**Run 1: M1 wires**

(3 px per micron) Cells faint in the background.
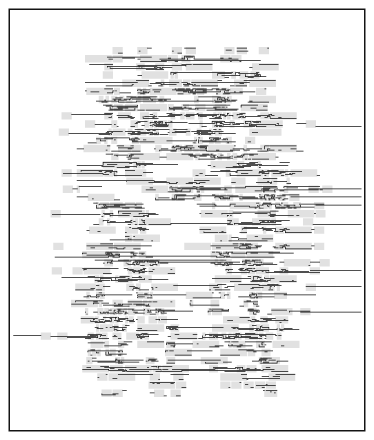
**Run 1: signal wires on met2**

(3 px per micron)
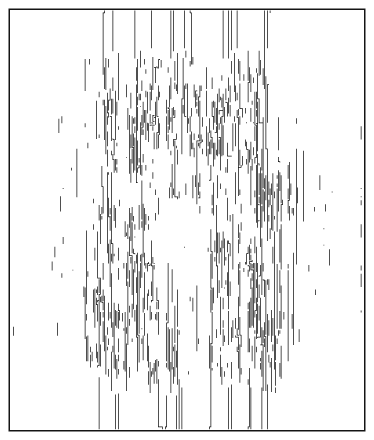
**Run 1: metal 3**

(2 px per micron) Cells faint in the background.
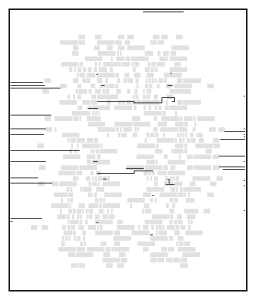
--- src/rtl/ambient_pkg.sv ---
// Shared constants and state encoding for the ambient sensor sampler.
// Latency: n/a (declarations only).
// Backpressure: n/a.
package ambient_pkg;

  // Default geometry of the sensor front-end
  localparam int DEF_DATA_WIDTH = 6;
  localparam int DEF_AVG_LOG2   = 2;

  // Clamp limits for the physically bounded channels
  localparam int DEF_HUM_MAX = 100;
  localparam int DEF_LUM_MAX = 1000;

  // Channel widths derived from the temperature width
  function automatic int hum_width(input int dw);
    return dw + 1;
  endfunction

  function automatic int lum_width(input int dw);
    return dw + 4;
  endfunction

  // Sampler control states
  typedef enum logic [1:0] {
    ST_OFF  = 2'd0,
    ST_ACQ  = 2'd1,
    ST_HOLD = 2'd2
  } state_e;

endpackage

--- src/rtl/sensor_avg_channel.sv ---
// One sensor channel: optional clamp, block accumulator, sample counter, done flag.
// Latency: done_o rises on the edge that captures the last sample of a block.
// Backpressure: strobes arriving while done_o is high are ignored until clear_i.
module sensor_avg_channel #(
  parameter int W        = 6,
  parameter int AVG_LOG2 = 2,
  parameter int MAX      = 0,
  parameter bit CLAMP_EN = 1'b0
) (
  input  logic         clk_i,
  input  logic         reset_i,
  input  logic         clear_i,
  input  logic         stb_i,
  input  logic [W-1:0] raw_i,
  output logic         done_o,
  output logic [W-1:0] avg_o
);

  localparam int AW = W + AVG_LOG2;
  localparam int CW = AVG_LOG2 + 1;
  localparam logic [W-1:0]  MAX_W = W'(MAX);
  localparam logic [CW-1:0] N     = CW'(2 ** AVG_LOG2);

  logic [AW-1:0] acc_q, acc_d;
  logic [CW-1:0] cnt_q, cnt_d;
  logic          done_q, done_d;
  logic [W-1:0]  sample;
  logic [CW-1:0] cnt_inc;

  // Clamp, accumulate and count; clear wins over a same-cycle strobe
  always_comb begin
    sample  = (CLAMP_EN && (raw_i > MAX_W)) ? MAX_W : raw_i;
    cnt_inc = cnt_q + CW'(1);
    acc_d   = acc_q;
    cnt_d   = cnt_q;
    done_d  = done_q;
    if (clear_i) begin
      acc_d  = '0;
      cnt_d  = '0;
      done_d = 1'b0;
    end else if (stb_i && !done_q) begin
      acc_d  = acc_q + {{AVG_LOG2{1'b0}}, sample};
      cnt_d  = cnt_inc;
      done_d = (cnt_inc == N);
    end
  end

  // Channel state registers
  always_ff @(posedge clk_i or posedge reset_i) begin
    if (reset_i) begin
      acc_q  <= '0;
      cnt_q  <= '0;
      done_q <= 1'b0;
    end else begin
      acc_q  <= acc_d;
      cnt_q  <= cnt_d;
      done_q <= done_d;
    end
  end

  assign done_o = done_q;
  // Truncating average: drop the low AVG_LOG2 bits of the block sum
  assign avg_o  = acc_q[AW-1:AVG_LOG2];

endmodule

--- src/rtl/ambient_sensor_sampler.sv ---
// Averages temperature/humidity/luminous samples into frames for the ambient controller.
// Latency: frame presented one edge after the last channel completes its block.
// Backpressure: frame held until valid_o & ready_i; a frame completing meanwhile is dropped and flags overrun_o.
module ambient_sensor_sampler
  import ambient_pkg::*;
#(
  parameter int DATA_WIDTH = DEF_DATA_WIDTH,
  parameter int AVG_LOG2   = DEF_AVG_LOG2,
  parameter int HUM_MAX    = DEF_HUM_MAX,
  parameter int LUM_MAX    = DEF_LUM_MAX
) (
  input  logic                  clk_i,
  input  logic                  reset_i,
  input  logic                  enable_i,
  input  logic [DATA_WIDTH-1:0] temp_raw_i,
  input  logic                  temp_stb_i,
  input  logic [DATA_WIDTH:0]   hum_raw_i,
  input  logic                  hum_stb_i,
  input  logic [DATA_WIDTH+3:0] lum_raw_i,
  input  logic                  lum_stb_i,
  output logic [DATA_WIDTH-1:0] temperature_o,
  output logic [DATA_WIDTH:0]   humidity_o,
  output logic [DATA_WIDTH+3:0] luminous_intensity_o,
  output logic                  valid_o,
  input  logic                  ready_i,
  output logic                  overrun_o
);

  localparam int TW = DATA_WIDTH;
  localparam int HW = hum_width(DATA_WIDTH);
  localparam int LW = lum_width(DATA_WIDTH);

  state_e        state_q, state_d;
  logic [TW-1:0] temp_q, temp_d;
  logic [HW-1:0] hum_q, hum_d;
  logic [LW-1:0] lum_q, lum_d;
  logic          valid_q, valid_d;
  logic          overrun_q, overrun_d;

  logic          chan_clear;
  logic          t_done, h_done, l_done;
  logic [TW-1:0] t_avg;
  logic [HW-1:0] h_avg;
  logic [LW-1:0] l_avg;
  logic          all_done;
  logic          xfer;

  assign all_done = t_done & h_done & l_done;
  assign xfer     = valid_q & ready_i;

  sensor_avg_channel #(
    .W(TW), .AVG_LOG2(AVG_LOG2), .MAX(0), .CLAMP_EN(1'b0)
  ) u_temp (
    .clk_i(clk_i), .reset_i(reset_i), .clear_i(chan_clear),
    .stb_i(temp_stb_i), .raw_i(temp_raw_i), .done_o(t_done), .avg_o(t_avg)
  );

  sensor_avg_channel #(
    .W(HW), .AVG_LOG2(AVG_LOG2), .MAX(HUM_MAX), .CLAMP_EN(1'b1)
  ) u_hum (
    .clk_i(clk_i), .reset_i(reset_i), .clear_i(chan_clear),
    .stb_i(hum_stb_i), .raw_i(hum_raw_i), .done_o(h_done), .avg_o(h_avg)
  );

  sensor_avg_channel #(
    .W(LW), .AVG_LOG2(AVG_LOG2), .MAX(LUM_MAX), .CLAMP_EN(1'b1)
  ) u_lum (
    .clk_i(clk_i), .reset_i(reset_i), .clear_i(chan_clear),
    .stb_i(lum_stb_i), .raw_i(lum_raw_i), .done_o(l_done), .avg_o(l_avg)
  );

  // State and output-frame registers
  always_ff @(posedge clk_i or posedge reset_i) begin
    if (reset_i) begin
      state_q   <= ST_OFF;
      temp_q    <= '0;
      hum_q     <= '0;
      lum_q     <= '0;
      valid_q   <= 1'b0;
      overrun_q <= 1'b0;
    end else begin
      state_q   <= state_d;
      temp_q    <= temp_d;
      hum_q     <= hum_d;
      lum_q     <= lum_d;
      valid_q   <= valid_d;
      overrun_q <= overrun_d;
    end
  end

  // Next-state: disable forces OFF from anywhere
  always_comb begin
    state_d = state_q;
    if (!enable_i) begin
      state_d = ST_OFF;
    end else begin
      case (state_q)
        ST_OFF:  state_d = ST_ACQ;
        ST_ACQ:  if (all_done) state_d = ST_HOLD;
        ST_HOLD: if (xfer) state_d = ST_ACQ;
        default: state_d = ST_OFF;
      endcase
    end
  end

  // Frame launch, transfer, overrun drop and channel clearing
  always_comb begin
    temp_d     = temp_q;
    hum_d      = hum_q;
    lum_d      = lum_q;
    valid_d    = valid_q;
    overrun_d  = overrun_q;
    chan_clear = 1'b0;
    if (!enable_i) begin
      temp_d     = '0;
      hum_d      = '0;
      lum_d      = '0;
      valid_d    = 1'b0;
      overrun_d  = 1'b0;
      chan_clear = 1'b1;
    end else begin
      case (state_q)
        ST_ACQ: begin
          if (all_done) begin
            temp_d     = t_avg;
            hum_d      = h_avg;
            lum_d      = l_avg;
            valid_d    = 1'b1;
            chan_clear = 1'b1;
          end
        end
        ST_HOLD: begin
          // A frame completing on the transfer edge is kept and launched from ACQ next edge
          if (xfer) begin
            valid_d = 1'b0;
          end else if (all_done) begin
            overrun_d  = 1'b1;
            chan_clear = 1'b1;
          end
        end
        default: ;
      endcase
    end
  end

  assign temperature_o        = temp_q;
  assign humidity_o           = hum_q;
  assign luminous_intensity_o = lum_q;
  assign valid_o              = valid_q;
  assign overrun_o            = overrun_q;

endmodule

--- config.mk ---
export PLATFORM = sky130hd
export DESIGN_NAME = ambient_sensor_sampler
export DESIGN_NICKNAME = d
export VERILOG_FILES = /design/src/rtl/ambient_pkg.sv /design/src/rtl/sensor_avg_channel.sv /design/src/rtl/ambient_sensor_sampler.sv
export SDC_FILE = /design/constraint.sdc
export NUM_CORES = 1
export LEC_CHECK = 0
export CAP_MARGIN = 20
export CORE_AREA = 10 10 108 130
export DETAILED_ROUTE_END_ITERATION = 12
export DIE_AREA = 0 0 118 140
export PLACE_DENSITY = 0.62
export RECOVER_POWER = 100
export SLEW_MARGIN = 5
export SYNTH_ARGS = -nofsm -noshare
export SYNTH_HDL_FRONTEND = slang
export SYNTH_SLANG_ARGS = --single-unit
--- constraint.sdc ---
create_clock -name clk_i -period 5.7 [get_ports clk_i]
set_clock_uncertainty 0.15 [all_clocks]
set_input_delay 1.14 -clock clk_i [delete_from_list [all_inputs] [get_ports clk_i]]
set_output_delay 1.14 -clock clk_i [all_outputs]
set_load 0.01 [all_outputs]
==> Changelog: implementation, run 1 <==
### Physical design

- Max-capacitance violation count: 2
- Power Dens Cells: 298 mW/mm^2
- Fin area: 0.00490 sq mm
- Slew headroom: -27.8%
- Syn_nets: 478
- Worst skew pair latency: ~0.34 ns
- Min Clock Period, post-route: 4.19 ns
- Post-synth ARST share: 100%
- DIE WIDTH: roughly 120 microns
- CTS tree: yes
- # Cells Yosys: between 400 and 500
- Yosys stat area: slightly below 0.004 sq mm
- CP Capture Point: u_hum.acc_q[7]
- # port buffers: about 54
- Post-route ant nets: 0
- Worst setup SP type: primary input
- Share of post-route cells with drive strength above 1: about 4.3%
- # diodes: 0
- CTS root buffer: clkbuf_16
- Total setup buffers inserted after CTS: 0
- Reg2reg setup slack: between 2 and 3 ns
- Cts bufs inserted: 9
- Number of DRC markers in iteration 0: 162
- Place WS: 1.58 ns
- Post-CTS resize count: 0
- # setup viols final: 0
- Peak supply drop: about 0.00012 V
- Synth Register Bits: 68
- Htree depth: 3
- Largest net degree at the start of global routing: 38
- RSZ-0062 raised after global routing: no
- Count of tool warnings: 29
- Ys Warns: 0
- Die area: around 0.017 sq mm
- First-pass GRT wire length: 16000 microns
- Setup TNS: 0 ns
- Routability cong.: roughly 0.85
- Post-Syn Instances: around 410
- Largest area contributor in the netlist: dfrtp_1
- Synth cell types: between 40 and 50
- Hold Path Class: register to register
- Vias in the first global route: approximately 3.3k
- LEAKAGE: between 2 and 2.5 nW
- Status: complete, but fails checks
- Main flop type: dfrtp_1
- Hold path depth: 1
- Ports: 55
- Cell area leaders: dfrtp_1 (43%), ha_1 (11%), a22o_1 (5.1%)
- Crit end category: async pin
- R2r worst-path depth: 7
- Grt total ovfl: 0
- Fp util: 34.4%
- Crit Path Class: primary input to async pin
- Total power: approximately 1.5 mW
- R2R Path Start: state_q[0]
- CP startpoint: reset_i
- CTS max path bufs: 2
- Cts hold-fix bufs: 0
- Fmax: about 240 MHz
- CTS Sinks: around 68
- Worst Path Required: 5.62 ns
- Dpl cell area: roughly 0.0046 sq mm
- Final Slew Violations: around 74
- Worst-Margin Slew: between 1.5 and 2 ns
- Top cells excl fill/tap: dfrtp_1 (68), nand2_1 (41), a21oi_1 (39), nor2_1 (33), ha_1 (33)
- # nets final: about 520
- Vias: about 3.2k
- Synthesis-to-layout area growth: 24.8%
- Avg Cell Area, Syn: roughly 9.5 sq um
- Seq/Total Area, Yosys: 43.4%
- Number of core rows: ~43
- Core ar.: 0.0114 sq mm
- Commonest Layout Cell: dfrtp_1
- Reg2reg end: u_hum.acc_q[6]
- Final Hold Viols: 0
- Violated checks: capacitance limit, slew limit
- Cell Count, Final, Fillers Out: just over 600
- Routed vias/inst: roughly 5.2
## Picture notes: 'M1 wires'
main direction = horizontal
nets with wire on the layer = 477

## Picture notes: 'signal wires on met2'
wire length on this layer = 4700 microns
longest straight run = 45.9 microns
main direction = vertical
share of all routed wire = 49%
nets with wire on the layer = 450
final wirelength: 9560 microns
grt met2 use: 19.5%

## Picture notes: 'metal 3'
wire length on this layer = 396 microns
nets with wire on the layer = 32
share of all routed wire = 4.2%
longest straight run = 34.3 microns

-- run 1: how the worst min path moves through the flow --
stage | from | end
final | luminous_intensity_o[1] | luminous_intensity_o[1]
after detailed placement | luminous_intensity_o[1] | luminous_intensity_o[1]
after floorplan | u_lum.acc_q[11] | luminous_intensity_o[9]
after global placement | overrun_o | overrun_o
after global routing | temperature_o[4] | temperature_o[4]
after CTS | temperature_o[3] | temperature_o[3]
-- run 1: registers in the layout, indices dropped and copies added, names as in the netlist, 2 cells and up --
register              count
u_hum.acc_q               9
luminous_intensity_o     10
humidity_o                7
u_temp.cnt_q              3
u_lum.cnt_q               3
u_lum.acc_q              12
temperature_o             6
state_q                   2
u_hum.cnt_q               3
u_temp.acc_q              8
-- run 1: worst max-delay path, stage by stage --
cell and delay, ns:
dlygate4sd3_1 0.53, inv_1 0.97, clkbuf_1 1.45
-- run 1: layer usage --
layer	GRT usage (%)	vias up	share of wire, %
met5	0	-	0
met4	6.13	0	2.1
met3	3.10	13	4.1
met2	19.5	46	49
met1	13.9	1561	45
li1	-	1565	-
-- run 1: cell families (layout without fill, tap and decap cells) --
| family | after synthesis | in the layout | share of synthesized area [%] |
|---|---|---|---|
| adder cells (fa/ha/maj) | 36 | 36 | 12.0 |
| AND-OR/OR-AND | 121 | 121 | 21.1 |
| flip-flops | 68 | 68 | 43.4 |
| AND/OR/NAND/NOR | 134 | 134 | 16.4 |
| buffers and inverters | 39 | 88 | 3.92 |
| multiplexers | 2 | 2 | 0.510 |
| XOR/XNOR | 12 | 12 | 2.68 |
-- run 1: through the flow --
stage	hold slack (ns)	utilization (%)
floorplan	0.332	-
global placement	0.333	40.2
detailed placement	0.342	40.2
CTS	0.356	43.2
global route	0.357	42.9
finish	0.348	42.9
-- run 1: power by group --
group	switching [mW]	leakage (nW)	total, mW	internal (mW)
Clock	0.207	0.162	0.626	0.419
Combinational	0.165	1.25	0.288	0.123
Sequential	0.0289	0.925	0.546	0.517
Total	0.401	2.33	1.46	1.06
-- run 1: cell usage after synthesis (all sizes together), types with 2 or more instances --
library cell,number
clkbuf,23
o31ai,2
xnor2,8
or3,6
nand2b,9
fa,3
a21oi,39
and4,2
a31oi,2
and2,6
a211oi,10
nand3,19
o21a,3
o211ai,9
a22o,23
nor2b,5
xor2,4
nor2,33
or4,2
ha,33
inv,14
nand2,41
nor3,5
and3,3
a21o,8
dfrtp,68
nand4,2
a211o,2
o21ai,16
mux2i,2
-- run 1: cell type report --
cell class | instances | area (sq um)
fill | 1144 | 6510
multi-input combinational | 305 | 2050
sequential | 68 | 1700
timing repair buffer | 57 | 556
clock buffer | 13 | 270
tap | 157 | 196
clock inverter | 3 | 67.6
inverter | 15 | 56.3
==> inputs of run 2 (changes only) <==
==> constraint.sdc (replaced) <==
create_clock -name clk_i -period 4.3 [get_ports clk_i]
set_clock_uncertainty 0.15 [all_clocks]
set_input_delay 0.86 -clock clk_i [delete_from_list [all_inputs] [get_ports clk_i]]
set_output_delay 0.86 -clock clk_i [all_outputs]
set_load 0.01 [all_outputs]
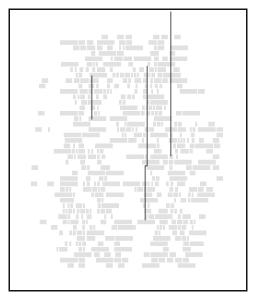
**Above:** run 2 (met4 routing).
(2 px per micron) Cells faint in the background.
share of all routed wire = 1.8%
nets with wire on the layer = 2
final wirelength: 9630 microns
vias: 3167

==> run 2 against run 1 <==
First-iteration DRC count decreased by 1.9%. The flow still finishes with violations (capacitance limit, slew limit). Sequential share of layout area up 0.21 points. Wire length increased by 0.76%. Hold slack about the same. Via count fell by 0.57%. Utilization fell by 0.25 points. Non-clock buffer count increased by 3. Final area down 0.59%. Critical endpoint is now u_lum.acc_q[10]. Setup slack got worse by 0.79 ns. Flip-flop count unchanged. Register-to-register slack got worse by 1.4 ns. Global-route usage up 0.11 points.
==> Changelog: implementation, run 2 <==
### Physical design

- Violated checks: capacitance limit, slew limit
- Fmax: about 280 MHz
- # nets final: 525 (+0.57%)
- Worst-path cell chain: dlygate4sd3_1 -> o31a_1 -> o21ai_0 -> and2_0 -> ha_1 -> fa_1 -> a21o_1 -> a31oi_1 -> or3_1 -> a21o_1 -> a21oi_1
- Worst skew pair latency: 0.33 ns (about the same)
- Final period util: roughly 83%
- Syn_nets: 478 (unchanged)
- Final Slew Violations: 38 (-49%)
- All-Layer GR Usage: roughly an eighth
- Setup TNS: 0 ns (unchanged)
- Critical Path Stages: 11 (+8)
- Worst Path Required: 4.37 ns (-1.25 ns)
- Power Dens Cells: 373 mW/mm^2 (+25%)
- Status: complete, but fails checks
- Max stage delay on crit path: 0.55 ns (-0.90 ns)
- Avg WL per Cell: between 15 and 20 microns
- CTS max path bufs: 2 (unchanged)
- # Cells Yosys: 412 (unchanged)
- CTS root buffer: clkbuf_16
- Routed vias/inst: 5.11 (-0.89%)
- Worst-Margin Slew: 1.54 ns (-0.375 ns)
- Top cells excl fill/tap: dfrtp_1 (68), nand2_1 (41), a21oi_1 (39), nor2_1 (33), ha_1 (33)
- Largest net degree at the start of global routing: 38 (unchanged)
- LEAKAGE: 2.33 nW (-0.14%)
- Final Hold Viols: 0 (unchanged)
- Die area: 0.0165 sq mm (unchanged)
- Commonest Layout Cell: dfrtp_1
- DRC Markers: 0
- Hold path depth: 1 (unchanged)
- Avg Cell Area, Syn: 9.53 sq um (unchanged)
- Crit end category: register
- Placed Cells incl. Taps: between 600 and 700
- CTS Sinks: 68 (unchanged)
- Clock transition at the registers of the reported paths: about 0.050 ns
- Grt total ovfl: 0 (unchanged)
- Post-route ant nets: 0 (unchanged)
- Fin util: 42.7% (-0.25 points)
- Routability cong.: 0.834 (-1.4%)
- Largest area contributor in the netlist: dfrtp_1
- Seq/Total Area, Yosys: 43.4% (unchanged)
- Cts bufs inserted: 9 (unchanged)
- Post-synth design cell area: 0.00393 sq mm
- Post-Syn Instances: 412 (unchanged)
- Fp util: 34.4% (unchanged)
- Peak supply drop: 0.000139 V (+12%)
- First-pass GRT wire length: 16200 microns (+1.2%)
- Htree depth: 3 (unchanged)
- Flop area: 0.00170 sq mm (unchanged)
- Yosys top cell by instances: dfrtp_1
- 1st-pass router iterations: 4
- Number of core rows: 43 (unchanged)
- Post-synth ARST share: 100% (unchanged)
- Hold Path Class: register to register
- Crit-path most repeated cell: a21o_1
- Synth Register Bits: 68 (unchanged)
- Crit Path Class: primary input to register
- CP max stage cell: dlygate4sd3_1
- FILL cells: 1130 (-1.2%)
- Final WS setup: about 0.7 ns
- Die y size: roughly 140 microns
- Commonest cells post-synth: dfrtp_1 (68), nand2_1 (41), a21oi_1 (39), ha_1 (33), nor2_1 (33)
- DIE WIDTH: 118 microns (unchanged)
- Top cell area share: around 43%
- Slew headroom: -2.82% (+25 points)
- Largest reg by FF count: u_lum.acc_q
- # setup viols final: 0 (unchanged)
- Cts hold-fix bufs: 0 (unchanged)
- # diodes: 0 (unchanged)
- RSZ-0062 raised after global routing: no
- Initial antenna violation count: 0
- Cell Count, Final, Fillers Out: 620 (+0.32%)
- Number of DRC markers in iteration 0: 159 (-1.9%)
- Count of tool warnings: 29 (unchanged)
- Post-CTS resize count: 0 (unchanged)
- Share of post-route cells with drive strength above 1: 4.75% (+0.41 points)
- R2r worst-path depth: 7 (unchanged)
- Max-capacitance violation count: 1 (-1)
- MI comb area: 0.00205 sq mm (unchanged)
- Place WS: 0.485 ns (-1.09 ns)
- Ys Warns: 0 (unchanged)
- Yosys stat area: 0.00393 sq mm (unchanged)
- Main flop type: dfrtp_1
- CP Data Arrival Time: 3.66 ns
- Core ar.: 0.0114 sq mm (unchanged)
- Total setup buffers inserted after CTS: 0 (unchanged)
- Min Clock Period, post-route: between 3 and 4 ns
- Synthesis-to-layout area growth: 24.1%
- Total power: 1.82 mW (+24%)
- CTS tree: yes
- # port buffers: 54 (unchanged)
- CP max FO: 4
- Synth cell types: 42 (unchanged)
- Detailed placement HPWL: ~7000 microns
- Cell area leaders: dfrtp_1 (43%), ha_1 (11%), a22o_1 (5.1%)
- CP delay by family, top: AND-OR/OR-AND gates
- Max reg flops: 12 (unchanged)
- Ports: 55 (unchanged)
- Vias in the first global route: 3250 (-1.5%)
- Worst Path Buf+Inv: 1 (-2)
- Number of enable flip-flop cells: 0
- Reg2reg setup slack: 1.14 ns (-1.42 ns)
- Worst setup SP type: primary input
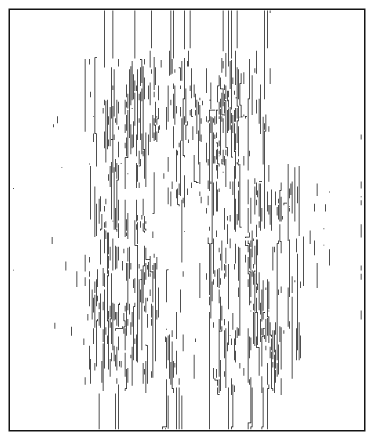
**Above:** run 2 (signal wires on met2).
(3 px per micron)
wire length on this layer = 4740 microns
longest straight run = 42.1 microns
nets with wire on the layer = 447
grt met2 use: 19.8%

run 2: worst paths after layout:
kind / endpoint / start
min reg2reg: humidity_o[1] / humidity_o[1]
min in group asynchronous: u_lum.acc_q[0] / reset_i
max reg2reg: u_hum.acc_q[6] / state_q[0]
max: u_lum.acc_q[10] / lum_raw_i[0]
max in group asynchronous: humidity_o[4] / reset_i
min: humidity_o[1] / humidity_o[1]
run 2: power breakdown:
group / total, mW / switching [mW] / internal (mW)
Sequential: 0.725 / 0.0394 / 0.686
Clock: 0.709 / 0.260 / 0.449
Combinational: 0.383 / 0.219 / 0.164
Total: 1.82 / 0.518 / 1.30
run 2: logic make-up (layout without fill, tap and decap cells):
group           Yosys count  count (layout)  share of synthesized area [%]
simple gates            134             134                           16.4
buf+inv                  39              90                           3.92
mux                       2               2                          0.510
xor+xnor                 12              12                           2.68
fa+ha+maj                36              36                           12.0
flops                    68              68                           43.4
compound gates          121             121                           21.1
run 2: final cells by class:
type,count,share of cell area (%)
clock buffers,14,5.83
inverters,15,1.16
clock inverters,1,0.103
well taps,157,4.03
multi-input cells,305,42.1
repair buffers,60,11.8
flip-flops and latches,68,34.9
run 2: routing by layer:
layer	share of wire, %	wire, microns	track usage (%)
met1	44	4260	14.2
met2	49	4740	19.8
met3	4.8	462	3.42
met4	1.8	171	4.89
met5	0	0	0
run 2: per-stage QoR:
stage,hold WS [ns],instance area [sq um]
floorplan,0.332,3930
global placement,0.332,4630
detailed placement,0.343,4630
CTS,0.357,4910
global route,0.358,4870
finish,0.348,4870
==> inputs of run 3 (changes only) <==
--- a/config.mk
+++ b/config.mk
@@ -9,7 +9,7 @@
 export CORE_AREA = 10 10 108 130
 export DETAILED_ROUTE_END_ITERATION = 12
 export DIE_AREA = 0 0 118 140
-export PLACE_DENSITY = 0.62
+export PLACE_DENSITY = 0.64
 export RECOVER_POWER = 100
 export SLEW_MARGIN = 5
 export SYNTH_ARGS = -nofsm -noshare
==> constraint.sdc (replaced) <==
create_clock -name clk_i -period 3.1 [get_ports clk_i]
set_clock_uncertainty 0.15 [all_clocks]
set_input_delay 0.62 -clock clk_i [delete_from_list [all_inputs] [get_ports clk_i]]
set_output_delay 0.62 -clock clk_i [all_outputs]
set_load 0.01 [all_outputs]
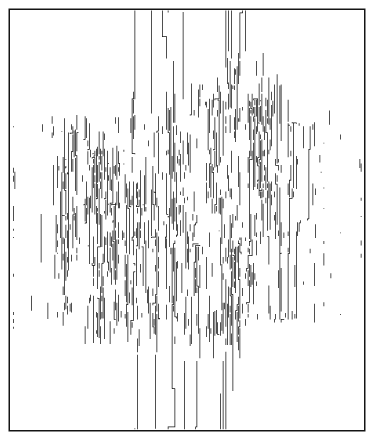
**Above:** run 3 (signal wires on met2).
(3 px per micron)
nets with wire on the layer = 456
wire length on this layer = 4700 microns

==> run 3 against run 2 <==
Sequential power is 39% higher. Synthesized area stayed put. Hold slack worse by 0.0077 ns. Register-to-register slack worse by 0.79 ns. Clock power is 45% higher. Setup slack worse by 0.61 ns. Sequential share of layout area is 1.3 points lower. Non-clock buffer count is 18 higher. The flow now finishes without violations. Total power is 43% higher. Highest routed layer unchanged. Largest cell class unchanged.
==> Changelog: implementation, run 3 <==
### Physical design

- Status: finished, final reports clean
- Number of core rows: 43 (unchanged)
- Cts hold-fix bufs: 0 (unchanged)
- Power Dens Cells: 514 mW/mm^2 (+38%)
- Share of post-route cells with drive strength above 1: 9.13% (+4.4 points)
- R2R Path Start: state_q[0]
- Post-route ant nets: 0 (unchanged)
- Max-capacitance violation count: 0 (-1)
- Final period util: a little over nine tenths
- # nets final: 543 (+3.4%)
- Worst setup SP type: primary input
- Synthesis-to-layout area growth: 28.9%
- Vias in the first global route: 3290 (+1.2%)
- Max reg flops: 12 (unchanged)
- Crit Path Class: primary input to register
- Clock transition at the registers of the reported paths: 0.05 ns (about the same)
- Seq/Total Area, Yosys: 43.4% (unchanged)
- Fin util: 44.4% (+1.7 points)
- Htree depth: 3 (unchanged)
- LEAKAGE: 2.42 nW (+4.0%)
- Core ar.: 0.0114 sq mm (unchanged)
- XOR/XNOR Fraction of Synth Area: 2.68% (unchanged)
- Fmax: between 300 and 400 MHz
- Yosys stat area: 0.00393 sq mm (unchanged)
- Peak supply drop: 0.000301 V (+120%)
- CTS root buffer: clkbuf_16
- Hold Path Class: register to register
- CP Capture Point: u_lum.acc_q[8]
- Post-Syn Instances: 412 (unchanged)
- # port buffers: 54 (unchanged)
- Slew headroom: 42.1% (+45 points)
- CTS max path bufs: 2 (unchanged)
- Worst skew pair latency: 0.32 ns (about the same)
- Commonest Layout Cell: dfrtp_1
- Number of DRC markers in iteration 0: 150 (-5.7%)
- Min Clock Period, post-route: roughly 3 ns
- CP startpoint: lum_raw_i[7]
- Ports: 55 (unchanged)
- Post-synth design cell area: 0.00393 sq mm (unchanged)
- CTS tree: yes
- Crit end category: register
- # setup viols final: 0 (unchanged)
- Area fraction in mux cells: 0.510% (unchanged)
- Number of enable flip-flop cells: 0 (unchanged)
- Count of tool warnings: 29 (unchanged)
- CP max FO: 4 (unchanged)
- Setup TNS: 0 ns (unchanged)
- # Cells Yosys: 412 (unchanged)
- Basic Gates by Area: 16.4% (unchanged)
- Adder-Cell Fraction of Synth Area: 12.0% (unchanged)
- Worst Path Required: 3.21 ns (-1.16 ns)
- Top cell area share: 43.4% (unchanged)
- CP Data Arrival Time: 3.10 ns (-0.56 ns)
- Final Hold Viols: 0 (unchanged)
- Cts bufs inserted: 9 (unchanged)
- Initial antenna violation count: 0 (unchanged)
- First-pass GRT wire length: 15900 microns (-2.0%)
- Die y size: 140 microns (unchanged)
- Top cells excl fill/tap: dfrtp_1 (68), nand2_1 (41), a21oi_1 (39), ha_1 (33), nor2_1 (32)
- Syn_nets: 478 (unchanged)
- Synth cell types: 42 (unchanged)
- Ys Warns: 0 (unchanged)
- Detailed placement HPWL: 6990 microns (+1.2%)
- Post-synth ARST share: 100% (unchanged)
- Final Slew Violations: 0 (-100%)
- Worst-Margin Slew: 0.867 ns (-0.675 ns)
- Largest area contributor in the netlist: dfrtp_1
- Avg WL per Cell: 14.6 microns (-6.0%)
- RSZ-0062 raised after global routing: no
- WHS: 0.341 ns (-0.00774 ns)
- Reg2reg end: u_lum.done_o
- Total setup buffers inserted after CTS: 0 (unchanged)
- Routability cong.: 0.810 (-2.9%)
- DRC Markers: 0 (unchanged)
- Grt total ovfl: 0 (unchanged)
- Complex Gates by Area: 21.1% (unchanged)
- Routed vias/inst: 5.07 (-0.68%)
- Main flop type: dfrtp_1
- # diodes: 0 (unchanged)
- Yosys top cell by instances: dfrtp_1
- Cell area leaders: dfrtp_1 (43%), ha_1 (11%), a22o_1 (5.1%)
- Reg2reg setup slack: 0.35 ns (-0.79 ns)
- CTS Sinks: 68 (unchanged)
- 1st-pass router iterations: 4 (unchanged)
- Largest net degree at the start of global routing: 47 (+24%)
- Largest reg by FF count: u_lum.acc_q
- R2r worst-path depth: 7 (unchanged)
- All-Layer GR Usage: 11.5% (-0.47 points)
- Commonest cells post-synth: dfrtp_1 (68), nand2_1 (41), a21oi_1 (39), ha_1 (33), nor2_1 (33)
- Synth Register Bits: 68 (unchanged)
- Total power: 2.60 mW (+43%)
- Top logic family: AND-OR/OR-AND gates
- DIE WIDTH: 118 microns (unchanged)
- Fp util: 34.4% (unchanged)
- Die area: 0.0165 sq mm (unchanged)
- Avg Cell Area, Syn: 9.53 sq um (unchanged)
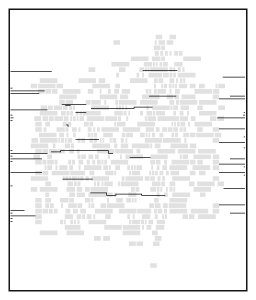
**Above:** run 3 (metal 3).
(2 px per micron) Cells faint in the background.
share of all routed wire = 5.0%
longest straight run = 23.9 microns
met3 GRT Util: 3.66%
vias: 3242
final wirelength: 9330 microns

==> run 3: cell counts after synthesis <==
Identical to the previous run, type by type.
==> run 3: logic make-up after synthesis <==
kind of cell / after synthesis
buffers and inverters: 39
AOI/OAI and AO/OA: 121
muxes: 2
and+or+nand+nor: 134
xor gates and xnor gates: 12
DFF: 68
adders and majority gates: 36
==> run 3: layout make-up <==
cell class	instances	area (sq um)
sequential	68	1700
clock buffer	12	256
inverter	15	56.3
clock inverter	4	47.5
tap	157	196
multi-input combinational	305	2080
fill	1134	6350
timing repair buffer	78	718
==> run 3: worst max-delay path, stage by stage <==
cell and delay (ns):
clkdlybuf4s50_1 0.48, nand3_1 0.11, nor2_2 0.16, o21ai_2 0.09
and2_1 0.16, ha_1 0.21, fa_2 0.35, a21o_1 0.20
a31oi_4 0.21, nor3_1 0.09, or3_1 0.35, nand3_1 0.07
==> run 3: metrics by stage <==
| step | cell area [sq um] | std cells | setup WS [ns] |
|---|---|---|---|
| after floorplan | 3930 | 412 | 0.298 |
| after global placement | 4760 | 623 | -0.379 |
| after detailed placement | 4760 | 623 | -0.433 |
| after CTS | 5070 | 639 | 0.00247 |
| after global routing | 5060 | 639 | 0.00537 |
| final | 5060 | 639 | 0.110 |
==> run 3: how the worst min path moves through the flow <==
stage / start / end / slack (ns) / cells past startpoint
detailed placement: luminous_intensity_o[5] / luminous_intensity_o[5] / 0.34 / 1
finish: overrun_o / overrun_o / 0.34 / 2
CTS: humidity_o[4] / humidity_o[4] / 0.36 / 1
global placement: humidity_o[4] / humidity_o[4] / 0.34 / 1
global route: temperature_o[4] / temperature_o[4] / 0.36 / 1
floorplan: u_lum.acc_q[11] / luminous_intensity_o[9] / 0.33 / 1
==> run 3: repair_timing <==
| item | CTS | global route |
|---|---|---|
| pin swaps | 0 | 1 |
| setup endpoints to repair | 1 | 6 |
| gates resized | 2 | 4 |
==> run 3: power breakdown <==
group	switching (mW)	internal, mW	total (mW)	leakage [nW]
logic	0.310	0.251	0.561	1.35
clock network	0.367	0.664	1.03	0.149
registers	0.0550	0.951	1.01	0.925
==> run 3: metal layers <==
| metal | track usage (%) | vias to the layer above | part of all wire [%] |
|---|---|---|---|
| met5 | 0 | - | 0 |
| met2 | 19.5 | 62 | 50 |
| met4 | 3.00 | 0 | 0.90 |
| met3 | 3.66 | 5 | 5.0 |
| li1 | - | 1604 | - |
| met1 | 13.6 | 1571 | 44 |
Power and IR drop assume default switching activity.
